**src/rtl/fetch_stage_if.sv**
```systemverilog
// Fetch-stage bundle: decode handshake, redirect request and instruction-memory port.
// The fetch stage uses the master view; the surrounding pipeline and memory use the slave view.
interface fetch_stage_if #(
  parameter int PC_WIDTH = 32
);
  logic                stall;
  logic                branch_taken;
  logic [PC_WIDTH-1:0] branch_target;
  logic                imem_en;
  logic [PC_WIDTH-1:0] imem_addr;
  logic [31:0]         imem_rdata;
  logic [31:0]         instruction;
  logic [PC_WIDTH-1:0] pc_d;
  logic                valid_d;
  logic                halted;

  modport master (
    input  stall, branch_taken, branch_target, imem_rdata,
    output imem_en, imem_addr, instruction, pc_d, valid_d, halted
  );

  modport slave (
    output stall, branch_taken, branch_target, imem_rdata,
    input  imem_en, imem_addr, instruction, pc_d, valid_d, halted
  );
endinterface

```
**src/rtl/fetch_stage.sv**
```systemverilog
// Instruction fetch stage: PC sequencing, one-entry skid buffer for decode stalls,
// taken-branch redirect and halt on HALT_WORD.
module fetch_stage #(
  parameter int                  PC_WIDTH  = 32,
  parameter logic [PC_WIDTH-1:0] RESET_PC  = '0,
  parameter logic [31:0]         HALT_WORD = 32'hFFFF_FFFF
) (
  input logic           clk,
  input logic           rst,
  fetch_stage_if.master bus
);

  typedef enum logic [1:0] {
    S_BOOT,
    S_RUN,
    S_HOLD,
    S_HALTED
  } state_t;

  localparam logic [PC_WIDTH-1:0] PC_ONE = PC_WIDTH'(1);

  state_t              state, state_nxt;
  logic [PC_WIDTH-1:0] pc_f, pc_f_nxt;
  logic [PC_WIDTH-1:0] pc_r, pc_r_nxt;
  logic [31:0]         skid, skid_nxt;
  logic                presenting;
  logic                is_halt;
  logic                issue;
  logic                redirect;

  // Decode-facing outputs; a redirect kills the presented instruction in the same cycle.
  always_comb begin
    presenting      = (state == S_RUN) || (state == S_HOLD);
    bus.valid_d     = presenting && !bus.branch_taken && !rst;
    bus.instruction = (state == S_HOLD) ? skid : bus.imem_rdata;
    bus.pc_d        = pc_r;
    bus.halted      = (state == S_HALTED) && !rst;
    is_halt         = (bus.instruction == HALT_WORD);
  end

  always_comb begin
    state_nxt = state;
    pc_f_nxt  = pc_f;
    pc_r_nxt  = pc_r;
    skid_nxt  = skid;
    issue     = 1'b0;
    redirect  = 1'b0;

    if (state != S_HALTED && bus.branch_taken) begin
      redirect  = 1'b1;
      state_nxt = S_RUN;
    end else begin
      case (state)
        S_BOOT: begin
          issue     = 1'b1;
          state_nxt = S_RUN;
        end
        S_RUN: begin
          // Memory data is only valid this one cycle, so capture it before stalling.
          if (bus.stall) begin
            skid_nxt  = bus.imem_rdata;
            state_nxt = S_HOLD;
          end else if (is_halt) begin
            state_nxt = S_HALTED;
          end else begin
            issue = 1'b1;
          end
        end
        S_HOLD: begin
          if (!bus.stall) begin
            if (is_halt) begin
              state_nxt = S_HALTED;
            end else begin
              issue     = 1'b1;
              state_nxt = S_RUN;
            end
          end
        end
        default: ;
      endcase
    end

    if (redirect) begin
      pc_r_nxt = bus.branch_target;
      pc_f_nxt = bus.branch_target + PC_ONE;
    end else if (issue) begin
      pc_r_nxt = pc_f;
      pc_f_nxt = pc_f + PC_ONE;
    end

    bus.imem_en   = (issue || redirect) && !rst;
    bus.imem_addr = redirect ? bus.branch_target : pc_f;
  end

  always_ff @(posedge clk) begin
    if (rst) begin
      state <= S_BOOT;
      pc_f  <= RESET_PC;
      pc_r  <= RESET_PC;
      skid  <= '0;
    end else begin
      state <= state_nxt;
      pc_f  <= pc_f_nxt;
      pc_r  <= pc_r_nxt;
      skid  <= skid_nxt;
    end
  end

endmodule

```
**src/flat_wrapper.sv**
```systemverilog
// flat-port wrapper written by rule: the top's interface ports become plain ports
module fetch_stage_flat 
#(
  parameter int                  PC_WIDTH  = 32,
  parameter logic [PC_WIDTH-1:0] RESET_PC  = '0,
  parameter logic [31:0]         HALT_WORD = 32'hFFFF_FFFF
)
  (clk, rst, bus_stall, bus_branch_taken, bus_branch_target, bus_imem_rdata, bus_imem_en, bus_imem_addr, bus_instruction, bus_pc_d, bus_valid_d, bus_halted);
  fetch_stage_if #(.PC_WIDTH(PC_WIDTH)) bus_i ();
  input logic clk;
  input logic rst;
  input wire logic [$bits(bus_i.stall)-1:0] bus_stall;
  input wire logic [$bits(bus_i.branch_taken)-1:0] bus_branch_taken;
  input wire logic [$bits(bus_i.branch_target)-1:0] bus_branch_target;
  input wire logic [$bits(bus_i.imem_rdata)-1:0] bus_imem_rdata;
  output wire logic [$bits(bus_i.imem_en)-1:0] bus_imem_en;
  output wire logic [$bits(bus_i.imem_addr)-1:0] bus_imem_addr;
  output wire logic [$bits(bus_i.instruction)-1:0] bus_instruction;
  output wire logic [$bits(bus_i.pc_d)-1:0] bus_pc_d;
  output wire logic [$bits(bus_i.valid_d)-1:0] bus_valid_d;
  output wire logic [$bits(bus_i.halted)-1:0] bus_halted;
  assign bus_i.stall = bus_stall;
  assign bus_i.branch_taken = bus_branch_taken;
  assign bus_i.branch_target = bus_branch_target;
  assign bus_i.imem_rdata = bus_imem_rdata;
  assign bus_imem_en = bus_i.imem_en;
  assign bus_imem_addr = bus_i.imem_addr;
  assign bus_instruction = bus_i.instruction;
  assign bus_pc_d = bus_i.pc_d;
  assign bus_valid_d = bus_i.valid_d;
  assign bus_halted = bus_i.halted;
  fetch_stage #(.PC_WIDTH(PC_WIDTH), .RESET_PC(RESET_PC), .HALT_WORD(HALT_WORD)) u_core (.clk(clk), .rst(rst), .bus(bus_i));
endmodule
```
**config.mk**
```make
export PLATFORM = sky130hd
export DESIGN_NAME = fetch_stage_flat
export DESIGN_NICKNAME = d
export VERILOG_FILES = /design/src/rtl/fetch_stage_if.sv /design/src/rtl/fetch_stage.sv /design/src/flat_wrapper.sv
export SDC_FILE = /design/constraint.sdc
export NUM_CORES = 1
export LEC_CHECK = 0
export ABC_AREA = 0
export CAP_MARGIN = 0
export CORE_ASPECT_RATIO = 1.75
export CORE_MARGIN = 3
export CORE_UTILIZATION = 25
export CTS_CLUSTER_SIZE = 28
export DETAILED_ROUTE_END_ITERATION = 6
export PLACE_DENSITY_LB_ADDON = 0.3
export SETUP_SLACK_MARGIN = 0.5
export SKIP_CTS_REPAIR_TIMING = 1
export SYNTH_ARGS = -nofsm -noshare
export SYNTH_HDL_FRONTEND = slang
export SYNTH_SLANG_ARGS = --single-unit
```
**constraint.sdc**
```tcl
create_clock -name clk -period 8.7 [get_ports clk]
set_clock_uncertainty 0.1 [all_clocks]
set_input_delay 2.175 -clock clk [delete_from_list [all_inputs] [get_ports clk]]
set_output_delay 2.175 -clock clk [all_outputs]
set_load 0.01 [all_outputs]
```
==> impl_metrics.tcl <==
# yosys + openroad results
set metrics [dict create \
    worstPathRequired_ps 6430 \
    timing.rr.end "u_core.pc_f[29]$_SDFFE_PP0P_" \
    whs_ps 354 \
    fin_crit_sh_pct 81.1 \
    ys_sh_simple_pct 26.4 \
    h-tree-depth 3 \
    path_class "in -> out" \
    warnings 30 \
    synthesis.nets 752 \
    grt.overflow.total 0 \
    maxSlewHeadroom_pct 28.7 \
    critical_path.slowest_cell "and2b_2" \
    ys_seq_share_pct 36.8 \
    power.density_nw_per_um2 164 \
    r2r-start "u_core.state[1]$_SDFFE_PP0P_" \
    boundaryPins 167 \
    clkTransAtPathRegs_ps 70 \
    crit_fanout 38 \
    min_path_cells 2 \
    gp_congestion 0.802 \
    compound_area_share_pct 13.4 \
    final_nets 889 \
    maxSlewViolCount 0 \
    r2r_cells 8 \
    min_period_ps 7060 \
    synth-async-reset-ratio_pct 0 \
    mux_share_pct 13.1 \
    final_cell_area_um2 7490 \
    clockBufferDepth 2 \
    clk_latency_ps 360 \
    min-delay-start "u_core.skid[11]$_SDFFE_PP0P_" \
    placed_area_um2 7170 \
    synth.avg_cell_area_um2 7.86 \
    layout_top_cells "nand2_1 (171), clkdlybuf4s50_1 (165), dfxtp_1 (98)" \
    top_logic_kind "simple AND/OR/NAND/NOR gates" \
    hpwl_um 12800 \
    dieHeight_um 199 \
    most_common_cell "nand2_1" \
    die_area_um2 23200 \
    synth_top_area_share_pct 36.8 \
    synth-edff-count 0 \
    ys_ff 98 \
    grt_pass1_vias 5046 \
    first_iter_violations 286 \
    area_growth_pct 40.6 \
    antenna_cells 0 \
    top_cells_by_count "nand2_1 (171), dfxtp_1 (98), a21oi_1 (63), mux2_2 (44), nor2_1 (37)" \
    yosys-stat-cells 678 \
    synth.distinct_cells 47 \
    worstHoldEndpoint "u_core.skid[11]$_SDFFE_PP0P_" \
    dr.pass1.iters 4 \
    drtAntennaViolNets 0 \
    vias_per_cell 4.80 \
    worstPathCellList "clkdlybuf4s50_1, and2b_2, mux2i_1, inv_1, clkdlybuf4s50_1" \
    hold_class "reg -> reg" \
    cp-end-kind "output port" \
    adder_share_pct 1.41 \
    cts_buffers 9 \
    grt_max_degree 90 \
    cellLeakagePower_nw 2.73 \
    yosys_warnings 0 \
    worstMarginPinSlew_ps 1070 \
    status "finished clean" \
    cts_sinks 98 \
    cts_tree "yes" \
    cpMostUsedCell "clkdlybuf4s50_1" \
]
-- worst max-delay path by stage --
stage | endpoint | cells past startpoint | start | slack, ps
3_3_place_gp | bus_imem_addr[30] | 5 | bus_branch_taken | 1680
5_1_grt | bus_imem_addr[30] | 5 | bus_branch_taken | 1410
6_report | bus_imem_addr[30] | 5 | bus_branch_taken | 1640
2_1_floorplan | bus_imem_addr[0] | 7 | bus_branch_taken | 2880
4_1_cts | bus_imem_addr[30] | 5 | bus_branch_taken | 1600
3_5_place_dp | bus_imem_addr[30] | 5 | bus_branch_taken | 1620
-- through the flow --
step                      instances  utilization (%)  setup slack [ps]  total power, mW
after floorplan                 678                -              2880            0.653
after global placement         1056             34.3              1680            0.799
after detailed placement       1056             34.3              1620            0.799
after CTS                      1072             35.8              1600             1.25
after global routing           1072             35.8              1410             1.29
final                          1072             35.8              1640             1.23
-- state kept, by name, summed over array words and instances (netlist names) --
register / count
u_core.bus.pc_d: 32
u_core.pc_f: 32
u_core.skid: 32
u_core.state: 2
-- routing by layer --
metal | track usage (%) | vias up | part of all wire (%)
met3 | 2.52 | 12 | 3.8
met2 | 27.9 | 117 | 55
met1 | 17.2 | 2396 | 40
met5 | 0 | - | 0
met4 | 5.25 | 0 | 1.3
li1 | - | 2625 | -
-- report_power, final --
part	internal, mW	leakage (nW)	switching (mW)
Combinational	0.143	1.77	0.139
Sequential	0.482	0.805	0.0204
Clock	0.252	0.151	0.189
Total	0.877	2.73	0.349
-- area by class of cell --
cell class                      count  area [um^2]
Clock buffer                        9          225
Inverter                           16         60.1
Multi-Input combinational cell    516         3120
Sequential cell                    98         1960
Clock inverter                      7         93.8
Tap cell                          252          315
Fill cell                        2191        13400
Timing Repair Buffer              174         1720
-- critical path, delay by kind of cell --
family	cells	cell delay, ps
buf+inv	3	1300
simple gates	1	840
mux	1	450
Fig. 1: placed standard cells
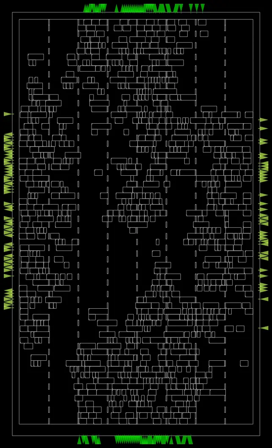
fraction of area in registers: 26.2%
# rows: 70
n_taps: 252
core area: 20900 um^2
final std cells w/o fill: 1072

Fig. 2: placement by cell class
Scale: 2 px per um.
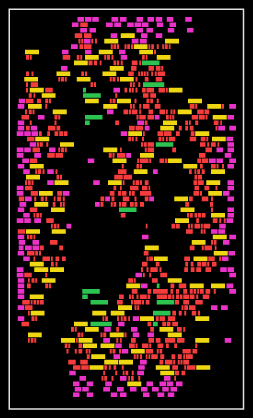
registers -> yellow  # cells 98, share of their area 27%
remaining logic cells -> red  # cells 532, share of their area 44%
clock drivers and dummy loads -> green  # cells 16, share of their area 4.4%
remaining buffers and delay cells -> magenta  # cells 174, share of their area 24%

Fig. 3: met3 routing
Scale: 2 px per um.
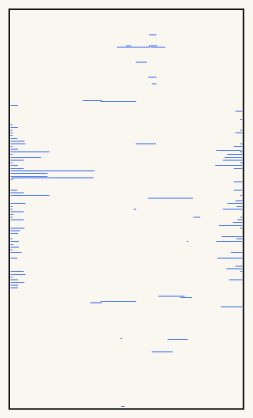
share of all routed wire = 3.8%
main direction = horizontal
met3 GRT Util: 2.52%
Via Count: 5150
routed wire length: 17700 um

Fig. 4: signal wires by layer
Scale: 2 px per um. Only two layers are drawn.
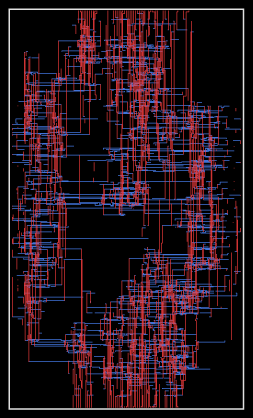
M1 -> blue  # wire length 7080 um
M2 -> red  # wire length 9680 um
drt wl/cell: 16.5 um
All-Layer GR Usage: 15.1%

Fig. 5: sequential cells coloured by netlist name
Scale: 4 px per um. Other sequential cells in the stronger grey, the rest of the logic in the fainter grey.
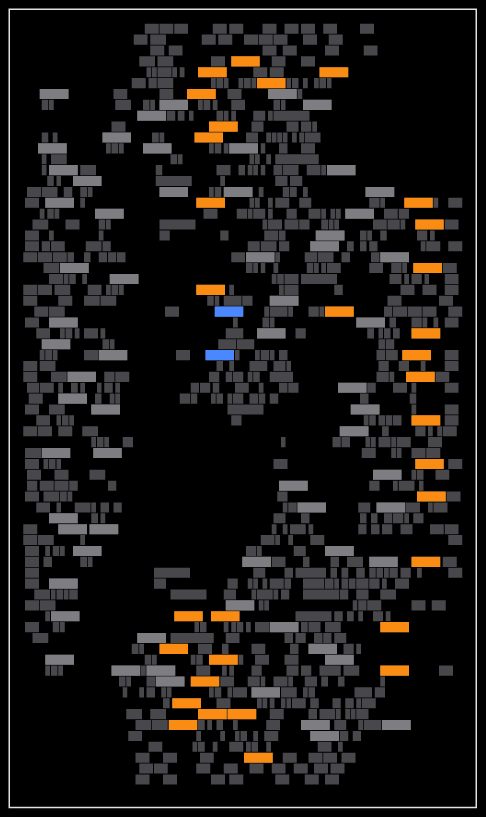
`u_core.bus.pc_d` -> orange  # flops 32
`u_core.state` -> blue  # flops 2

Power figures rest on the tool's default switching activity, not on a simulated workload.
